## src/rtl/frame_wr_pkg.sv

```systemverilog
// Shared definitions for the camera-side SDRAM frame write sequencer.
package frame_wr_pkg;

  // Sequencer states, also exported on the debug state port.
  typedef enum logic [1:0] {
    ST_IDLE = 2'd0,
    ST_WAIT = 2'd1,
    ST_REQ  = 2'd2,
    ST_DONE = 2'd3
  } state_t;

  // SDRAM address layout: {1'b0, bank, row[12:0], column[8:0]}.
  localparam int ROW_LSB  = 9;
  localparam int BANK_BIT = 22;

  // Default geometry: one full 512-word page per burst, 750 rows per frame.
  localparam int DEF_BURST_LEN      = 512;
  localparam int DEF_ROWS_PER_FRAME = 750;

endpackage

```

## src/rtl/sync_edge.sv

```systemverilog
// Two-flop synchronizer followed by a registered rising-edge detector.
// An input rise becomes a one-cycle o_rise pulse three clocks later.
module sync_edge (
  input  logic i_clk,
  input  logic i_rst,
  input  logic i_async,
  output logic o_rise
);

  logic r_meta;
  logic r_sync;
  logic r_sync_d;
  logic r_rise;

  // Synchronize the raw level, then register the 0->1 transition.
  always_ff @(posedge i_clk or posedge i_rst) begin
    if (i_rst) begin
      r_meta   <= 1'b0;
      r_sync   <= 1'b0;
      r_sync_d <= 1'b0;
      r_rise   <= 1'b0;
    end else begin
      r_meta   <= i_async;
      r_sync   <= r_meta;
      r_sync_d <= r_sync;
      r_rise   <= r_sync & ~r_sync_d;
    end
  end

  assign o_rise = r_rise;

endmodule

```

## src/rtl/sdram_frame_wr.sv

```systemverilog
// Camera-side SDRAM write sequencer: one full-page burst request per
// BURST_LEN buffered words, row walk through a frame, bank ping-pong per frame.
//
// Handshake: wr_sdram_req rises when a burst is wanted and stays high until
// sdram_top returns a single-cycle wr_sdram_ack; the request drops on the edge
// after the ack. wr_sdram_add is stable for as long as wr_sdram_req is high.
// An ack seen while no request is outstanding is ignored.
module sdram_frame_wr
  import frame_wr_pkg::*;
#(
  parameter int BURST_LEN      = DEF_BURST_LEN,
  parameter int ROWS_PER_FRAME = DEF_ROWS_PER_FRAME,
  parameter int ROW_W          = 13
) (
  input  logic             clk_133M_i,
  input  logic             rst_133i,
  input  logic             cam_en_i,
  input  logic             cmos_vsyn_i,
  input  logic [10:0]      fifo_used_i,
  input  logic             wr_sdram_ack,
  output logic             wr_sdram_req,
  output logic [23:0]      wr_sdram_add,
  output logic             rd_bank_o,
  output logic             frame_valid_o,
  output logic             frame_done_o,
  output logic             frame_short_o,
  output logic [ROW_W-1:0] row_o,
  output logic [1:0]       dbg_state_o
);

  localparam logic [10:0]      L_BURST = 11'(BURST_LEN);
  localparam logic [ROW_W-1:0] L_ROWS  = ROW_W'(ROWS_PER_FRAME);

  logic [1:0]       r_rst_pipe;
  logic             w_rst;
  logic             r_cam_meta;
  logic             r_cam_en;
  logic             w_vs_rise;
  logic             w_burst_ready;
  logic [ROW_W-1:0] w_row_inc;
  logic [23:0]      w_addr;

  state_t           r_state;
  logic [ROW_W-1:0] r_row;
  logic             r_bank;
  logic             r_rd_bank;
  logic             r_valid;
  logic             r_done;
  logic             r_short;
  logic             r_req;
  logic             r_restart;

  // Reset asserts immediately and releases on the clock, two edges later.
  always_ff @(posedge clk_133M_i or posedge rst_133i) begin
    if (rst_133i) r_rst_pipe <= 2'b11;
    else          r_rst_pipe <= {r_rst_pipe[0], 1'b0};
  end

  assign w_rst = r_rst_pipe[1];

  // Bring the camera-enable level into the SDRAM clock domain.
  always_ff @(posedge clk_133M_i or posedge w_rst) begin
    if (w_rst) begin
      r_cam_meta <= 1'b0;
      r_cam_en   <= 1'b0;
    end else begin
      r_cam_meta <= cam_en_i;
      r_cam_en   <= r_cam_meta;
    end
  end

  sync_edge u_vs_sync (
    .i_clk   (clk_133M_i),
    .i_rst   (w_rst),
    .i_async (cmos_vsyn_i),
    .o_rise  (w_vs_rise)
  );

  assign w_burst_ready = (fifo_used_i >= L_BURST);
  // The row count never runs past the frame end into the next frame's rows.
  assign w_row_inc     = (r_row >= L_ROWS) ? r_row : r_row + ROW_W'(1);

  // Frame sequencer: request bursts, walk rows, complete or restart frames.
  always_ff @(posedge clk_133M_i or posedge w_rst) begin
    if (w_rst) begin
      r_state   <= ST_IDLE;
      r_row     <= '0;
      r_bank    <= 1'b0;
      r_rd_bank <= 1'b0;
      r_valid   <= 1'b0;
      r_done    <= 1'b0;
      r_short   <= 1'b0;
      r_req     <= 1'b0;
      r_restart <= 1'b0;
    end else begin
      r_done  <= 1'b0;
      r_short <= 1'b0;
      case (r_state)
        ST_IDLE: begin
          r_row     <= '0;
          r_req     <= 1'b0;
          r_restart <= 1'b0;
          if (r_cam_en && w_vs_rise) r_state <= ST_WAIT;
        end
        ST_WAIT: begin
          if (!r_cam_en) begin
            r_state <= ST_IDLE;
            r_row   <= '0;
          end else if (w_vs_rise) begin
            // Early VSYNC: overwrite the partial frame in the same bank.
            r_short <= 1'b1;
            r_row   <= '0;
          end else if (w_burst_ready) begin
            r_req   <= 1'b1;
            r_state <= ST_REQ;
          end
        end
        ST_REQ: begin
          // A burst in flight is never aborted; remember the VSYNC instead.
          if (w_vs_rise) r_restart <= 1'b1;
          if (wr_sdram_ack) begin
            r_req     <= 1'b0;
            r_restart <= 1'b0;
            if (r_restart) begin
              r_row   <= '0;
              r_short <= 1'b1;
              r_state <= r_cam_en ? ST_WAIT : ST_IDLE;
            end else if (w_row_inc == L_ROWS) begin
              r_done    <= 1'b1;
              r_rd_bank <= r_bank;
              r_bank    <= ~r_bank;
              r_valid   <= 1'b1;
              if (w_vs_rise) begin
                // VSYNC on the final ack starts the next frame directly.
                r_row   <= '0;
                r_state <= r_cam_en ? ST_WAIT : ST_IDLE;
              end else begin
                r_row   <= w_row_inc;
                r_state <= ST_DONE;
              end
            end else if (w_vs_rise) begin
              r_row   <= '0;
              r_short <= 1'b1;
              r_state <= r_cam_en ? ST_WAIT : ST_IDLE;
            end else begin
              r_row   <= r_cam_en ? w_row_inc : '0;
              r_state <= r_cam_en ? ST_WAIT : ST_IDLE;
            end
          end
        end
        ST_DONE: begin
          if (!r_cam_en) begin
            r_state <= ST_IDLE;
            r_row   <= '0;
          end else if (w_vs_rise) begin
            r_row   <= '0;
            r_state <= ST_WAIT;
          end
        end
        default: r_state <= ST_IDLE;
      endcase
    end
  end

  // Address is a straight concatenation of registered bank and row.
  always_comb begin
    w_addr = '0;
    w_addr[BANK_BIT] = r_bank;
    w_addr[ROW_LSB +: ROW_W] = r_row;
  end

  assign wr_sdram_req  = r_req;
  assign wr_sdram_add  = w_addr;
  assign rd_bank_o     = r_rd_bank;
  assign frame_valid_o = r_valid;
  assign frame_done_o  = r_done;
  assign frame_short_o = r_short;
  assign row_o         = r_row;
  assign dbg_state_o   = r_state;

endmodule

```

## config.mk

```make
export PLATFORM = sky130hd
export DESIGN_NAME = sdram_frame_wr
export DESIGN_NICKNAME = d
export VERILOG_FILES = /design/src/rtl/frame_wr_pkg.sv /design/src/rtl/sync_edge.sv /design/src/rtl/sdram_frame_wr.sv
export SDC_FILE = /design/constraint.sdc
export NUM_CORES = 1
export LEC_CHECK = 0
export CAP_MARGIN = 25
export CORE_ASPECT_RATIO = 1.25
export CORE_MARGIN = 2
export CORE_UTILIZATION = 48
export CTS_BUF_LIST = sky130_fd_sc_hd__clkbuf_8
export DETAILED_ROUTE_END_ITERATION = 16
export GPL_TIMING_DRIVEN = 0
export PLACE_DENSITY = 0.83
export SYNTH_ARGS = -nofsm -noshare
export SYNTH_HDL_FRONTEND = slang
export SYNTH_SLANG_ARGS = --single-unit
```

## constraint.sdc

```tcl
create_clock -name clk_133M_i -period 1.3 [get_ports clk_133M_i]
set_clock_uncertainty 0.05 [all_clocks]
set_input_delay 0.13 -clock clk_133M_i [delete_from_list [all_inputs] [get_ports clk_133M_i]]
set_output_delay 0.13 -clock clk_133M_i [all_outputs]
set_load 0.02 [all_outputs]
```

Signal metal coverage by tile:
The die is cut into 12 by 15 equal tiles; dark blue is low, red is high, scaled to the fullest tile. Values are wire area over tile area, all layers added.
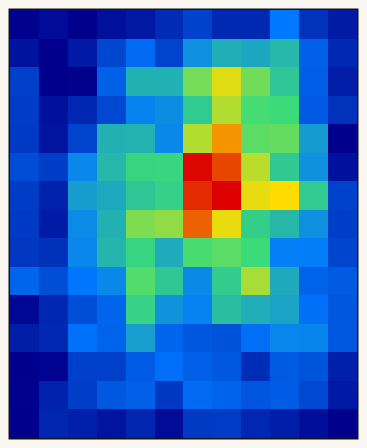
The mean over all tiles is 0.27. The fullest tile reaches 1.0. The densest ninth of the die: center. 13% of the tiles are over half the peak. 6.7% of the tiles are nearly empty.
aggregate global-route resource usage: 27.4%
via count: 2031
routed wire length: 6790 um
Avg WL per Cell: 20.2 um

Wires at chosen ports, followed through buffers:
Bar = 20 um.
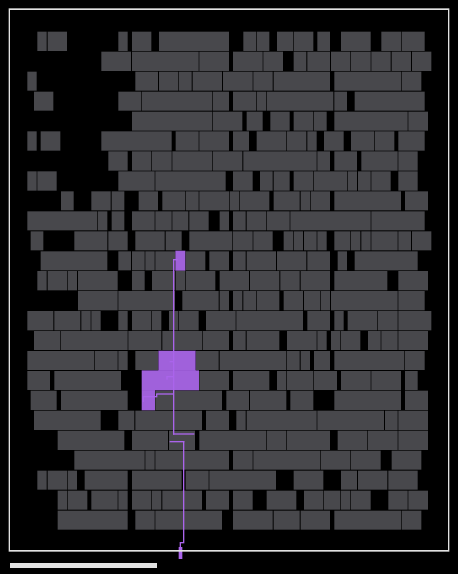
Key: purple = `wr_sdram_ack` [direction input, edge bottom, end cells 4, wire 50.6 um]

Metal layers overlaid:
Only two layers are drawn.
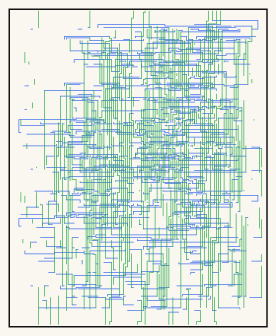
Key: green = metal 2 [wire length 3270 um]; blue = metal 1 [wire length 2460 um]

Register map, names as in the netlist:
Bar = 20 um. Other sequential cells in the stronger gray, the rest of the logic in the fainter gray.
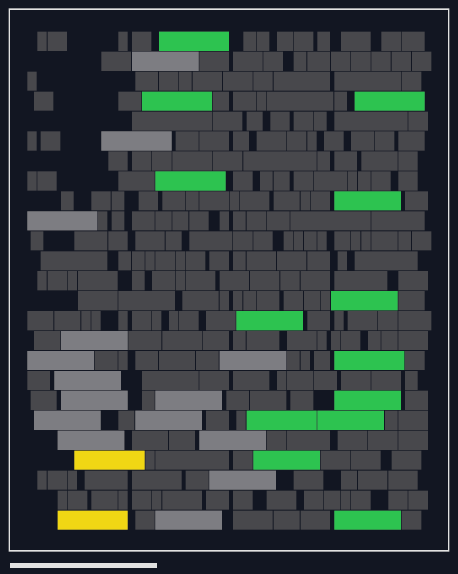
Key: green = `row_o` [sequential cells 13]; yellow = `r_rst_pipe` [sequential cells 2]

==> results.json <==
{
  "top_usage_layer": "met2",
  "gp_routability_congestion": 0.829,
  "number_of_diodes": 0,
  "fin_ws_ns": -1.57,
  "clock_tree_area_fraction_pct": 4.52,
  "mean_instance_size_in_the_synthesized_netlist_um2": 9.65,
  "yosys-top-cells-count": "sky130_fd_sc_hd__dfrtp_1 (28), sky130_fd_sc_hd__buf_4 (24), sky130_fd_sc_hd__nor2_1 (15), sky130_fd_sc_hd__nand2_1 (13), sky130_fd_sc_hd__inv_1 (12)",
  "final_min_period_over_clock_period_pct": 221,
  "synth-cells-yosys": 193,
  "placementRows": 25,
  "setup_viol": 33,
  "finalHoldViolations": 0,
  "status": "finished, violations left",
  "layout.area.seq_um2": 763,
  "final.hold.worst_slack_ns": 0.107,
  "nets": 317,
  "violations": "setup timing",
  "layout_top_cell": "sky130_fd_sc_hd__buf_4",
  "drt_iter0_drc": 246,
  "multi_input_comb_cells": 134,
  "yosys_register_bits": 30,
  "nNonClkInverters": 12,
  "synth_seq_share_pct": 40.5,
  "seq_share_pct": 24.2
}
-- what timing repair did --
action,CTS,global route
endpoints found under the setup margin,56,45
buffers inserted,32,13
resized,145,37
gates cloned,0,0
pin swaps,18,15
-- critical path, delay by kind of cell (launching register included) --
family | cells | cell delay [ns]
and+or+nand+nor | 2 | 0.50
buffers and inverters | 1 | 0.07
AOI/OAI and AO/OA | 4 | 1.21
muxes | 1 | 0.32
DFF | 1 | 0.44
adders and majority gates | 1 | 0.14
-- logic make-up after synthesis --
group,Yosys count,synth area share (%)
fa+ha+maj,6,4.03
compound gates,47,19.1
simple gates,66,20.3
buf+inv,39,13.8
xor+xnor,1,0.471
other cells,1,0.201
flops,30,40.5
mux,3,1.68
